$ cat src/rtl/display_pkg.sv
// Shared encodings for the register display front-end: debouncer states,
// view modes and the active-low hex-to-7-segment font.
package display_pkg;

   typedef enum logic [1:0] {
      DB_IDLE         = 2'd0,
      DB_WAIT_PRESS   = 2'd1,
      DB_PRESSED      = 2'd2,
      DB_WAIT_RELEASE = 2'd3
   } db_state_t;

   typedef enum logic [1:0] {
      VIEW_REG   = 2'd0,
      VIEW_PC    = 2'd1,
      VIEW_INSTR = 2'd2
   } view_mode_t;

   localparam int NUM_DIGITS = 8;

   // Segment order {g,f,e,d,c,b,a}; a 0 lights the segment.
   function automatic logic [6:0] hex_to_seg(input logic [3:0] nib);
      logic [6:0] seg;
      case (nib)
         4'h0: seg = 7'h40;
         4'h1: seg = 7'h79;
         4'h2: seg = 7'h24;
         4'h3: seg = 7'h30;
         4'h4: seg = 7'h19;
         4'h5: seg = 7'h12;
         4'h6: seg = 7'h02;
         4'h7: seg = 7'h78;
         4'h8: seg = 7'h00;
         4'h9: seg = 7'h10;
         4'hA: seg = 7'h08;
         4'hB: seg = 7'h03;
         4'hC: seg = 7'h46;
         4'hD: seg = 7'h21;
         4'hE: seg = 7'h06;
         default: seg = 7'h0E;
      endcase
      return seg;
   endfunction

endpackage

$ cat src/rtl/btn_debounce.sv
// Push-button conditioner: 2-flop synchronizer feeding a debounce FSM that
// emits a one-cycle pulse when a press has been stable for DEBOUNCE_CYCLES.
module btn_debounce
   import display_pkg::*;
#(
   parameter int DEBOUNCE_CYCLES = 1000000
) (
   input  logic clk,
   input  logic reset,
   input  logic btn,
   output logic level,
   output logic pulse
);

   localparam int CW = $clog2(DEBOUNCE_CYCLES);
   localparam logic [CW-1:0] CNT_LAST = CW'(DEBOUNCE_CYCLES - 1);

   logic          sync1_reg;
   logic          sync2_reg;
   db_state_t     state_reg;
   db_state_t     state_next;
   logic [CW-1:0] cnt_reg;
   logic [CW-1:0] cnt_next;

   always_ff @(posedge clk or posedge reset) begin
      if (reset) begin
         sync1_reg <= 1'b0;
         sync2_reg <= 1'b0;
         state_reg <= DB_IDLE;
         cnt_reg   <= '0;
      end else begin
         sync1_reg <= btn;
         sync2_reg <= sync1_reg;
         state_reg <= state_next;
         cnt_reg   <= cnt_next;
      end
   end

   // A level change in the synced input always restarts the count, so a
   // bounce shorter than the window never reaches the terminal value.
   always_comb begin
      state_next = state_reg;
      cnt_next   = cnt_reg + 1'b1;
      pulse      = 1'b0;
      case (state_reg)
         DB_IDLE: begin
            cnt_next = '0;
            if (sync2_reg) state_next = DB_WAIT_PRESS;
         end
         DB_WAIT_PRESS: begin
            if (!sync2_reg) begin
               state_next = DB_IDLE;
               cnt_next   = '0;
            end else if (cnt_reg == CNT_LAST) begin
               state_next = DB_PRESSED;
               cnt_next   = '0;
               pulse      = 1'b1;
            end
         end
         DB_PRESSED: begin
            cnt_next = '0;
            if (!sync2_reg) state_next = DB_WAIT_RELEASE;
         end
         DB_WAIT_RELEASE: begin
            if (sync2_reg) begin
               state_next = DB_PRESSED;
               cnt_next   = '0;
            end else if (cnt_reg == CNT_LAST) begin
               state_next = DB_IDLE;
               cnt_next   = '0;
            end
         end
         default: begin
            state_next = DB_IDLE;
            cnt_next   = '0;
         end
      endcase
   end

   assign level = (state_reg == DB_PRESSED) || (state_reg == DB_WAIT_RELEASE);

endmodule

$ cat src/rtl/reg_display_ctrl.sv
// Debug display front-end: buttons step a register index, the read value is
// latched and scanned onto an 8-digit 7-seg display. DBG_PC_VIEW_EN adds PC/instr views.
module reg_display_ctrl
   import display_pkg::*;
#(
   parameter int DEBOUNCE_CYCLES = 1000000,
   parameter int REFRESH_DIV     = 50000
) (
   input  logic        clk,
   input  logic        reset,
   input  logic        btn_next,
   input  logic        btn_prev,
`ifdef DBG_PC_VIEW_EN
   input  logic        btn_mode,
   input  logic [31:0] pc_in,
   input  logic [31:0] instr_in,
   output logic [1:0]  view_mode,
`endif
   input  logic [31:0] debug_reg_data_in,
   output logic [4:0]  debug_reg_read_addr_out,
   output logic [4:0]  led_idx,
   output logic [6:0]  seg_n,
   output logic [7:0]  an_n
);

`ifdef DBG_PC_VIEW_EN
   localparam int NUM_BTN = 3;
`else
   localparam int NUM_BTN = 2;
`endif
   localparam int PW = (REFRESH_DIV > 1) ? $clog2(REFRESH_DIV) : 1;
   localparam logic [PW-1:0] PRESC_LAST = PW'(REFRESH_DIV - 1);

   logic [NUM_BTN-1:0] btn_raw;
   logic [NUM_BTN-1:0] btn_pulse;
   logic [NUM_BTN-1:0] unused_level;

   logic [4:0]    idx_reg;
   logic [4:0]    idx_next;
   logic          reload_reg;
   logic [31:0]   snapshot_reg;
   logic [PW-1:0] presc_reg;
   logic [2:0]    ptr_reg;
   logic [7:0]    an_reg;
   logic [6:0]    seg_reg;

   logic          reg_mode;
   logic          mode_changed;
   logic [31:0]   snap_src;
   logic          step_up;
   logic          step_down;
   logic          presc_tc;
   logic          frame_wrap;

   assign btn_raw[0] = btn_next;
   assign btn_raw[1] = btn_prev;
`ifdef DBG_PC_VIEW_EN
   assign btn_raw[2] = btn_mode;
`endif

   generate
      for (genvar gi = 0; gi < NUM_BTN; gi++) begin : g_btn
         btn_debounce #(
            .DEBOUNCE_CYCLES(DEBOUNCE_CYCLES)
         ) u_debounce (
            .clk   (clk),
            .reset (reset),
            .btn   (btn_raw[gi]),
            .level (unused_level[gi]),
            .pulse (btn_pulse[gi])
         );
      end
   endgenerate

`ifdef DBG_PC_VIEW_EN
   view_mode_t mode_reg;
   view_mode_t mode_next;

   always_ff @(posedge clk or posedge reset) begin
      if (reset) mode_reg <= VIEW_REG;
      else       mode_reg <= mode_next;
   end

   always_comb begin
      mode_next = mode_reg;
      if (btn_pulse[2]) begin
         case (mode_reg)
            VIEW_REG: mode_next = VIEW_PC;
            VIEW_PC:  mode_next = VIEW_INSTR;
            default:  mode_next = VIEW_REG;
         endcase
      end
   end

   always_comb begin
      case (mode_reg)
         VIEW_PC:    snap_src = pc_in;
         VIEW_INSTR: snap_src = instr_in;
         default:    snap_src = debug_reg_data_in;
      endcase
   end

   assign reg_mode     = (mode_reg == VIEW_REG);
   assign mode_changed = (mode_next != mode_reg);
   assign view_mode    = mode_reg;
`else
   assign reg_mode     = 1'b1;
   assign mode_changed = 1'b0;
   assign snap_src     = debug_reg_data_in;
`endif

   // Simultaneous next+prev cancel out rather than racing.
   assign step_up   = btn_pulse[0] & ~btn_pulse[1] & reg_mode;
   assign step_down = btn_pulse[1] & ~btn_pulse[0] & reg_mode;

   always_comb begin
      idx_next = idx_reg;
      if (step_up)        idx_next = idx_reg + 5'd1;
      else if (step_down) idx_next = idx_reg - 5'd1;
   end

   assign presc_tc   = (presc_reg == PRESC_LAST);
   assign frame_wrap = presc_tc && (ptr_reg == 3'd7);

   // The snapshot waits one cycle after an index/mode change so the core's
   // combinational read data reflects the new address before it is latched.
   always_ff @(posedge clk or posedge reset) begin
      if (reset) begin
         idx_reg      <= '0;
         reload_reg   <= 1'b0;
         snapshot_reg <= '0;
         presc_reg    <= '0;
         ptr_reg      <= '0;
         an_reg       <= 8'hFE;
         seg_reg      <= 7'h40;
      end else begin
         idx_reg    <= idx_next;
         reload_reg <= (idx_next != idx_reg) || mode_changed;
         presc_reg  <= presc_tc ? '0 : presc_reg + 1'b1;
         if (presc_tc) ptr_reg <= ptr_reg + 3'd1;
         if (reload_reg || frame_wrap) snapshot_reg <= snap_src;
         an_reg  <= ~(8'b1 << ptr_reg);
         seg_reg <= hex_to_seg(snapshot_reg[{ptr_reg, 2'b00} +: 4]);
      end
   end

   assign debug_reg_read_addr_out = idx_reg;
   assign led_idx                 = idx_reg;
   assign an_n                    = an_reg;
   assign seg_n                   = seg_reg;

endmodule

$ cat config.mk
export PLATFORM = sky130hd
export DESIGN_NAME = reg_display_ctrl
export DESIGN_NICKNAME = d
export VERILOG_FILES = /design/src/rtl/display_pkg.sv /design/src/rtl/btn_debounce.sv /design/src/rtl/reg_display_ctrl.sv
export SDC_FILE = /design/constraint.sdc
export NUM_CORES = 1
export LEC_CHECK = 0
export ABC_AREA = 0
export CORE_UTILIZATION = 52
export CTS_CLUSTER_DIAMETER = 80
export CTS_CLUSTER_SIZE = 8
export DETAILED_ROUTE_END_ITERATION = 6
export PLACE_DENSITY = 0.82
export SYNTH_ARGS = -nofsm -noshare
export SYNTH_HDL_FRONTEND = slang
export SYNTH_SLANG_ARGS = --single-unit
$ cat constraint.sdc
create_clock -name clk -period 4.73 [get_ports clk]
set_input_delay 0.473 -clock clk [delete_from_list [all_inputs] [get_ports clk]]
set_output_delay 0.473 -clock clk [all_outputs]
set_load 0.005 [all_outputs]
==> impl_metrics.py <==
# Generated from Yosys and OpenROAD reports
metrics = {
    "cells_and_area": {
        "logic_area_um2": 2576,
        "num_antenna_cells": 0,
        "clk_share": 0.08262,
        "flops": 120,
        "dominant_cells": "sequential cells",
        "sh_comb_area": 0.3666,
        "ff_latch_area_um2": 3013,
        "signal_buffers": 63,
        "buf_share": 0.08868,
        "finalNonFillerCells": 698,
        "inv_count": 15,
        "logic_gate_count": 328,
        "layout.cells.most_common": "dfrtp_1",
        "nets": 598,
        "final_area_um2": 7027,
        "largest_register_ff_count": 40,
        "layout_top_cells": "112 x dfrtp_1, 68 x nor2_1, 60 x clkdlybuf4s50_1, 35 x nand2_1",
    },
    "cts": {
        "worstSkewPairLatency_ns": 0.53,
        "cts_buffers": 17,
        "cts-resized-gates": 0,
        "cts.sinks": 120,
        "post-cts-setup-buffer-count": 0,
        "clk_root_buffer_cell": "clkbuf_8",
        "path_clk_slew_ns": 0.06,
        "cts_tree": "yes",
        "clockBufferDepth": 2,
    },
    "run": {
        "warnings": 36,
        "drv_cap": 0,
    },
    "setup_path": {
        "required_ns": 5.13,
        "worstSetupPathType": "flop to flop",
        "rr_worst_depth": 6,
        "worstReg2RegStart": "ptr_reg[0]",
        "crit_buf_inv": 1,
        "critPathArrivalTime_ns": 3.09,
        "worst_path_max_delay_cell": "dfrtp_1",
        "cp-startpoint": "ptr_reg[0]",
        "reg2reg_slack_ns": 2.04,
        "path_max_fanout": 11,
    },
    "logic_synthesis": {
        "ys_sh_adder": 0.03705,
        "ys.warnings.count": 0,
        "mux_area_frac": 0.1410,
        "synth_top_area_share": 0.4881,
        "fp_nets": 531,
        "area_leaders": "dfrtp_1 49%, mux2_4 7.8%, xnor2_1 4.6%, nor2_1 4.4%, xor2_1 4.0%",
        "synth-edff-count": 0,
        "ys_seq_frac": 0.5247,
        "ys_chip_area_um2": 5742,
        "top_cell": "dfrtp_1",
        "synth-xor-area-share": 0.08825,
        "syn_area_um2": 5742,
        "syn_area_per_cell_um2": 12.01,
        "top_cells_by_count": "112 x dfrtp_1, 68 x nor2_1, 35 x nand2_1, 30 x mux2_4, 30 x xnor2_1",
        "synthAoiAreaFrac": 0.02179,
        "ys_cells": 478,
        "ff_type": "dfrtp_1",
        "synthCells": 478,
    },
    "placement": {
        "dp_hpwl_um": 7660,
        "gp_congestion": 0.7894,
        "post-place-ws_ns": 2.058,
    },
    "route": {
        "drc": 0,
        "wl_met1_um": 4687,
        "vias_per_cell": 5.322,
        "drt_iter0_drc": 165,
        "drtPass1Iterations": 4,
    },
    "power_and_ir_drop": {
        "irDropWorstVdd_v": 0.0002306,
        "p_switching_mw": 0.5461,
        "swShare": 0.2252,
        "p_leak_nw": 3.115,
        "pwr-share-clk": 0.511,
        "pg_comb_mw": 0.120,
        "power-top-group": "clock",
        "pg_clk_mw": 1.24,
        "intPower_mw": 1.879,
        "seq_power_share": 0.439,
    },
    "timing": {
        "skew_ns": 0.009522,
        "hold_viol": 0,
        "finalCriticalPeriod_ns": 2.688,
        "rsz0062_at_grt": "false",
        "fin_crit_sh": 0.5683,
        "setup_ws_ns": 2.042,
        "worstMarginPinSlew_ns": 0.8488,
        "max_slew_margin": 0.4299,
        "hold_ws_ns": 0.3467,
    },
    "floorplanning": {
        "die_w_um": 107.1,
        "num_rows": 38,
        "fp_util": 0.5320,
        "die_h_um": 107.1,
        "fp.dieArea_um2": 11470,
    },
    "worst_hold_path": {
        "hold_path_class": "flop to flop",
        "hold_end": "g_btn[0].u_debounce.sync2_reg",
        "hold_depth": 0,
    },
    "global_route": {
        "grt_pass1_vias": 4000,
        "grt_pass1_wl_um": 18940,
        "grt_usage": 0.2188,
        "grt_overflow": 0,
    },
    "run_status": {
        "status": "completed",
    },
}
Cell density map:
11 x 11 tiles, from white (low) to dark blue (high), 0 to 100% covered.
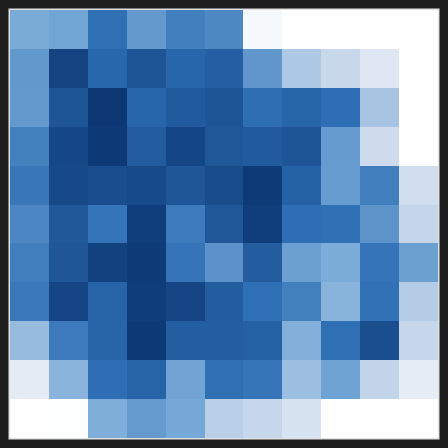
fullest tile: 97%
emptiest ninth of the die: upper right
tiles over 75% full: 38%
mean over tiles: 60%
nearly empty tiles: 9.9%

The metal 1 layer:
Supply wires on this layer in gray.
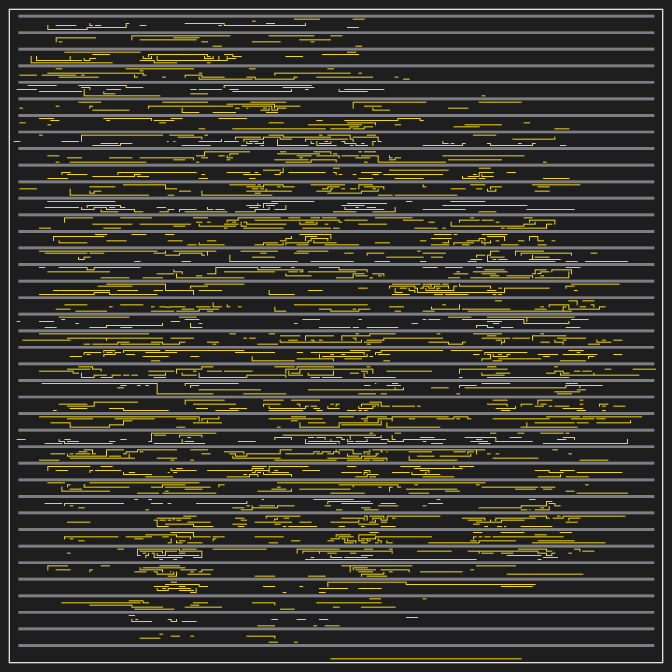
nets with wire on the layer: 525
longest straight run: 34.0 um
main direction: horizontal
share of all routed wire: 41%
wire length on this layer: 4,690 um
met1 usage: 0.2457
Post-Route WL: 11,310 um
DR vias: 3,715

Routing congestion map:
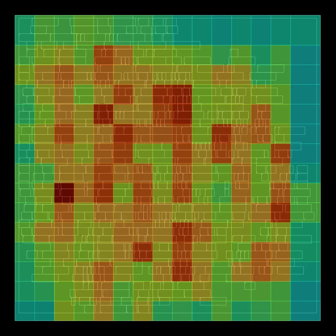
M2 GR Usage: 0.3894
met3 Track Usage GR: 0.06322
gr busiest metal: met2
Core Util, Final: 0.6511
Wirelength per Cell: 16.20 um

Power and IR drop assume default switching activity.
